==> config.mk <==
export PLATFORM = sky130hd
export DESIGN_NAME = bus_cycle_ctrl
export DESIGN_NICKNAME = d
export VERILOG_FILES = /design/src/rtl/bus_cycle_ctrl.sv
export SDC_FILE = /design/constraint.sdc
export NUM_CORES = 1
export LEC_CHECK = 0
export CORE_UTILIZATION = 41
export CTS_BUF_LIST = sky130_fd_sc_hd__clkbuf_4 sky130_fd_sc_hd__clkbuf_8
export DETAILED_ROUTE_END_ITERATION = 10
export PLACE_DENSITY_LB_ADDON = 0.2
export SYNTH_ARGS = -nofsm -noshare
export SYNTH_HDL_FRONTEND = slang
export SYNTH_SLANG_ARGS = --single-unit
==> constraint.sdc <==
create_clock -name clk -period 1.4 [get_ports clk]
set_input_delay 0.21 -clock clk [delete_from_list [all_inputs] [get_ports clk]]
set_output_delay 0.21 -clock clk [all_outputs]
set_load 0.1 [all_outputs]
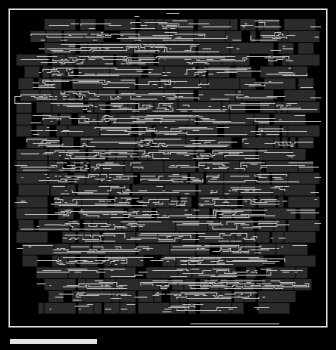
(run_1/met1.png)
Bar = 20 um.
wire length on this layer: 3280 um
longest straight run: 20.7 um
main direction: horizontal
nets with wire on the layer: 337
share of all routed wire: 35%
met1 Resource Use GR: 34.85%
via count: 2634
drt total wl: 9322 um

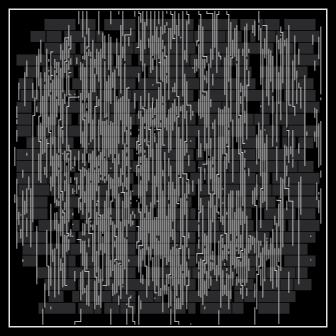
(run_1/met2.png)
main direction: vertical
share of all routed wire: 50%
nets with wire on the layer: 360
longest straight run: 32.1 um
wire length on this layer: 4660 um
grt met2 use: 53.27%

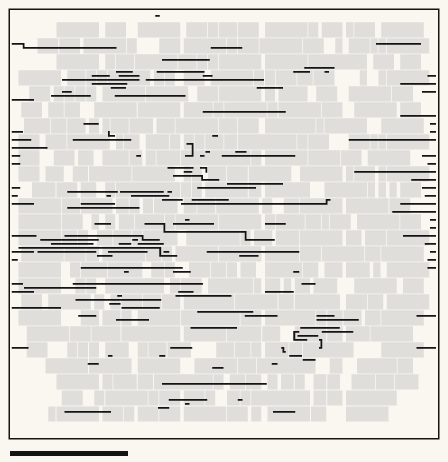
(run_1/met3.png)
Bar = 20 um.
main direction: horizontal
longest straight run: 24.6 um
nets with wire on the layer: 107
share of all routed wire: 8.2%
grt met3 use: 6.768%

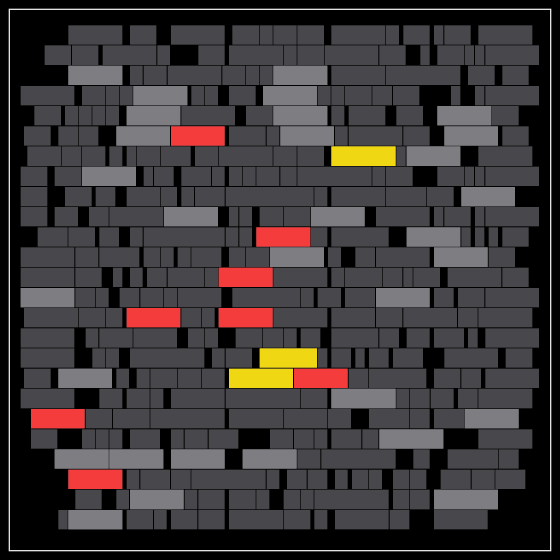
(run_1/registers.png)
| color | signal | placed flops |
|---|---|---|
| red | ad_out | 8 |
| yellow | type_q | 3 |
Seq area share: 20.65%
Sequential cell area: 860.8 um^2
Seq group: 1470 uW
final design utilization: 87.66%

==> flow_metrics.py, run 1 <==
# Auto-generated metrics
metrics = {
    "worst_setup_path": {
        "crit_type": "flop to output port",
        "cp.depth": 5,
        "start_kind": "flop",
        "cp.required_ns": 1.19,
        "crit_family": "AND-OR/OR-AND gates",
        "r2r_setup_slack_ns": -0.30,
        "slowest_delay_ns": 0.38,
        "timing.critical_path.buf_inv": 2,
        "worst_path_max_delay_cell": "dfxtp_4",
        "cp_max_fo": 2,
    },
    "power": {
        "p_per_area_nw_per_um2": 1283,
        "pwr-share-comb_pct": 53.0,
        "clock_power_share_pct": 19.6,
        "p_int_uw": 3043,
        "swShare_pct": 43.10,
    },
    "clock_network": {
        "clock_latency_ns": 0.31,
        "cts_resized": 42,
        "cts_buffers": 5,
        "hold_buffers": 0,
        "h-tree-depth": 2,
        "post_cts_buffers": 7,
    },
    "timing": {
        "hold_slack_ns": 0.4567,
        "finalMaxSlewViolations": 0,
        "rsz0062_at_grt": "true",
        "finalClockSkew_ns": 0.01063,
        "slew_headroom_pct": 62.05,
        "period_used_pct": 124.7,
        "setup_viol": 47,
        "setup_ws_ns": -0.3463,
    },
    "synth": {
        "common_cells": "dfxtp_1, nand3_1, a21oi_1",
        "yosys_warnings": 0,
        "ys_top_cells_by_area": "dfxtp_1, nand3_1, a21oi_1",
        "ys_sh_adder_pct": 0,
        "fp_nets": 291,
        "syn_inst": 251,
        "synth-seq-cells": 42,
        "yosys.area.top_type": "dfxtp_1",
        "yosys-stat-area_um2": 2051,
        "topCombFamilyByArea": "AND-OR/OR-AND gates",
        "synthSimpleGateAreaFrac_pct": 19.04,
        "ys_sh_xor_pct": 0.8542,
        "async_reset_ff_share_pct": 0,
    },
    "route": {
        "routed.top_layer": "met4",
        "drt_iter0_drc": 216,
        "first_pass_iters": 5,
        "wl_per_cell_um": 22.25,
        "ant_nets": 0,
    },
    "grt": {
        "antenna_found_initial": 0,
        "grtUsageTotal_pct": 30.44,
    },
    "final_layout": {
        "syn_to_final_growth_pct": 103.2,
        "layout.area.comb_um2": 1449,
        "n_clock_buffer": 6,
        "inverters": 6,
        "logic_gate_count": 175,
        "fillers": 217,
        "ff_count": 42,
        "diodes": 0,
        "nonClkBufAreaFrac_pct": 39.15,
        "layout_top_cell": "buf_12",
        "clk_share_pct": 2.702,
    },
    "hold_path": {
        "hold_class": "primary input to flop",
    },
    "placed_design": {
        "dp.cells": 398,
        "port_buffers": 76,
        "place_congestion": 0.8250,
    },
    "floorplanning": {
        "pin_count": 78,
        "die_w_um": 72.73,
        "die-area_um2": 5289,
        "tapCellCount": 67,
        "die.size.y_um": 72.73,
        "rows": 25,
    },
    "status": {
        "status": "complete, but fails checks",
        "violations": "negative setup slack",
    },
    "job": {
        "tool_warnings": 29,
    },
}
==> run 1 -> run 2 <==
--- a/config.mk
+++ b/config.mk
@@ -9,6 +9,7 @@
 export CTS_BUF_LIST = sky130_fd_sc_hd__clkbuf_4 sky130_fd_sc_hd__clkbuf_8
 export DETAILED_ROUTE_END_ITERATION = 10
 export PLACE_DENSITY_LB_ADDON = 0.2
+export SLEW_MARGIN = 10
 export SYNTH_ARGS = -nofsm -noshare
 export SYNTH_HDL_FRONTEND = slang
 export SYNTH_SLANG_ARGS = --single-unit
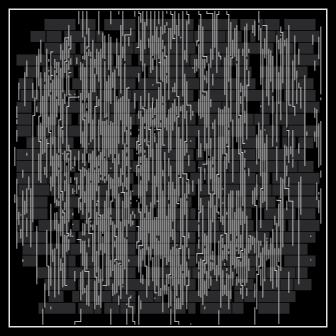
(run_2/met2.png)
main direction: vertical
nets with wire on the layer: 360
longest straight run: 32.1 um
share of all routed wire: 50%
wire length on this layer: 4660 um

==> flow_metrics.py, run 2 <==
# Auto-generated metrics
metrics = {
    "power": {
        "p_per_area_nw_per_um2": 1283,
        "pg_seq_uw": 1470,
        "clock_power_share_pct": 19.6,
        "pwr-share-comb_pct": 53.0,
        "swShare_pct": 43.10,
        "p_int_uw": 3043,
    },
    "floorplanning": {
        "tapCellCount": 67,
        "pin_count": 78,
        "die-area_um2": 5289,
        "rows": 25,
        "die.size.y_um": 72.73,
    },
    "worst_setup_path": {
        "crit_family": "AND-OR/OR-AND gates",
        "worst_path_max_delay_cell": "dfxtp_4",
        "start_kind": "flop",
        "cp.depth": 5,
        "cp.required_ns": 1.19,
        "timing.critical_path.buf_inv": 2,
        "r2r_setup_slack_ns": -0.30,
    },
    "grt": {
        "grtUsageMet2_pct": 53.27,
        "grt.met1_usage_pct": 34.85,
        "antenna_found_initial": 0,
    },
    "synth": {
        "common_cells": "dfxtp_1, nand3_1, a21oi_1",
        "ys_sh_xor_pct": 0.8542,
        "yosys.area.top_type": "dfxtp_1",
        "synth-seq-cells": 42,
        "async_reset_ff_share_pct": 0,
        "yosys-stat-area_um2": 2051,
        "synthSimpleGateAreaFrac_pct": 19.04,
        "syn_inst": 251,
        "fp_nets": 291,
        "ys_top_cells_by_area": "dfxtp_1, nand3_1, a21oi_1",
        "ys_sh_adder_pct": 0,
    },
    "final_layout": {
        "nonClkBufAreaFrac_pct": 39.15,
        "ff_count": 42,
        "layout_top_cell": "buf_12",
        "clk_share_pct": 2.702,
        "n_clock_buffer": 6,
        "layout.area.comb_um2": 1449,
        "postLayoutCoreUtil_pct": 87.66,
        "inverters": 6,
        "seq_share_pct": 20.65,
        "syn_to_final_growth_pct": 103.2,
    },
    "timing": {
        "finalClockSkew_ns": 0.01063,
        "period_used_pct": 124.7,
        "setup_viol": 47,
        "rsz0062_at_grt": "true",
        "setup_ws_ns": -0.3463,
        "slew_headroom_pct": 62.05,
        "finalMaxSlewViolations": 0,
        "hold_slack_ns": 0.4567,
    },
    "clock_network": {
        "post_cts_buffers": 7,
        "cts_resized": 42,
        "clock_latency_ns": 0.31,
    },
    "route": {
        "first_pass_iters": 5,
        "via_count": 2634,
        "ant_nets": 0,
        "drt_wl_total_um": 9322,
    },
    "placed_design": {
        "dp.cells": 398,
        "place_congestion": 0.8250,
        "port_buffers": 76,
    },
    "status": {
        "status": "complete, but fails checks",
        "violations": "negative setup slack",
    },
}
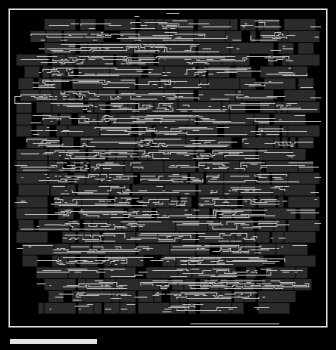
(run_2/met1.png)
Bar = 20 um.
longest straight run: 20.7 um
main direction: horizontal
nets with wire on the layer: 337
share of all routed wire: 35%
wire length on this layer: 3280 um

Power and IR drop assume default switching activity.
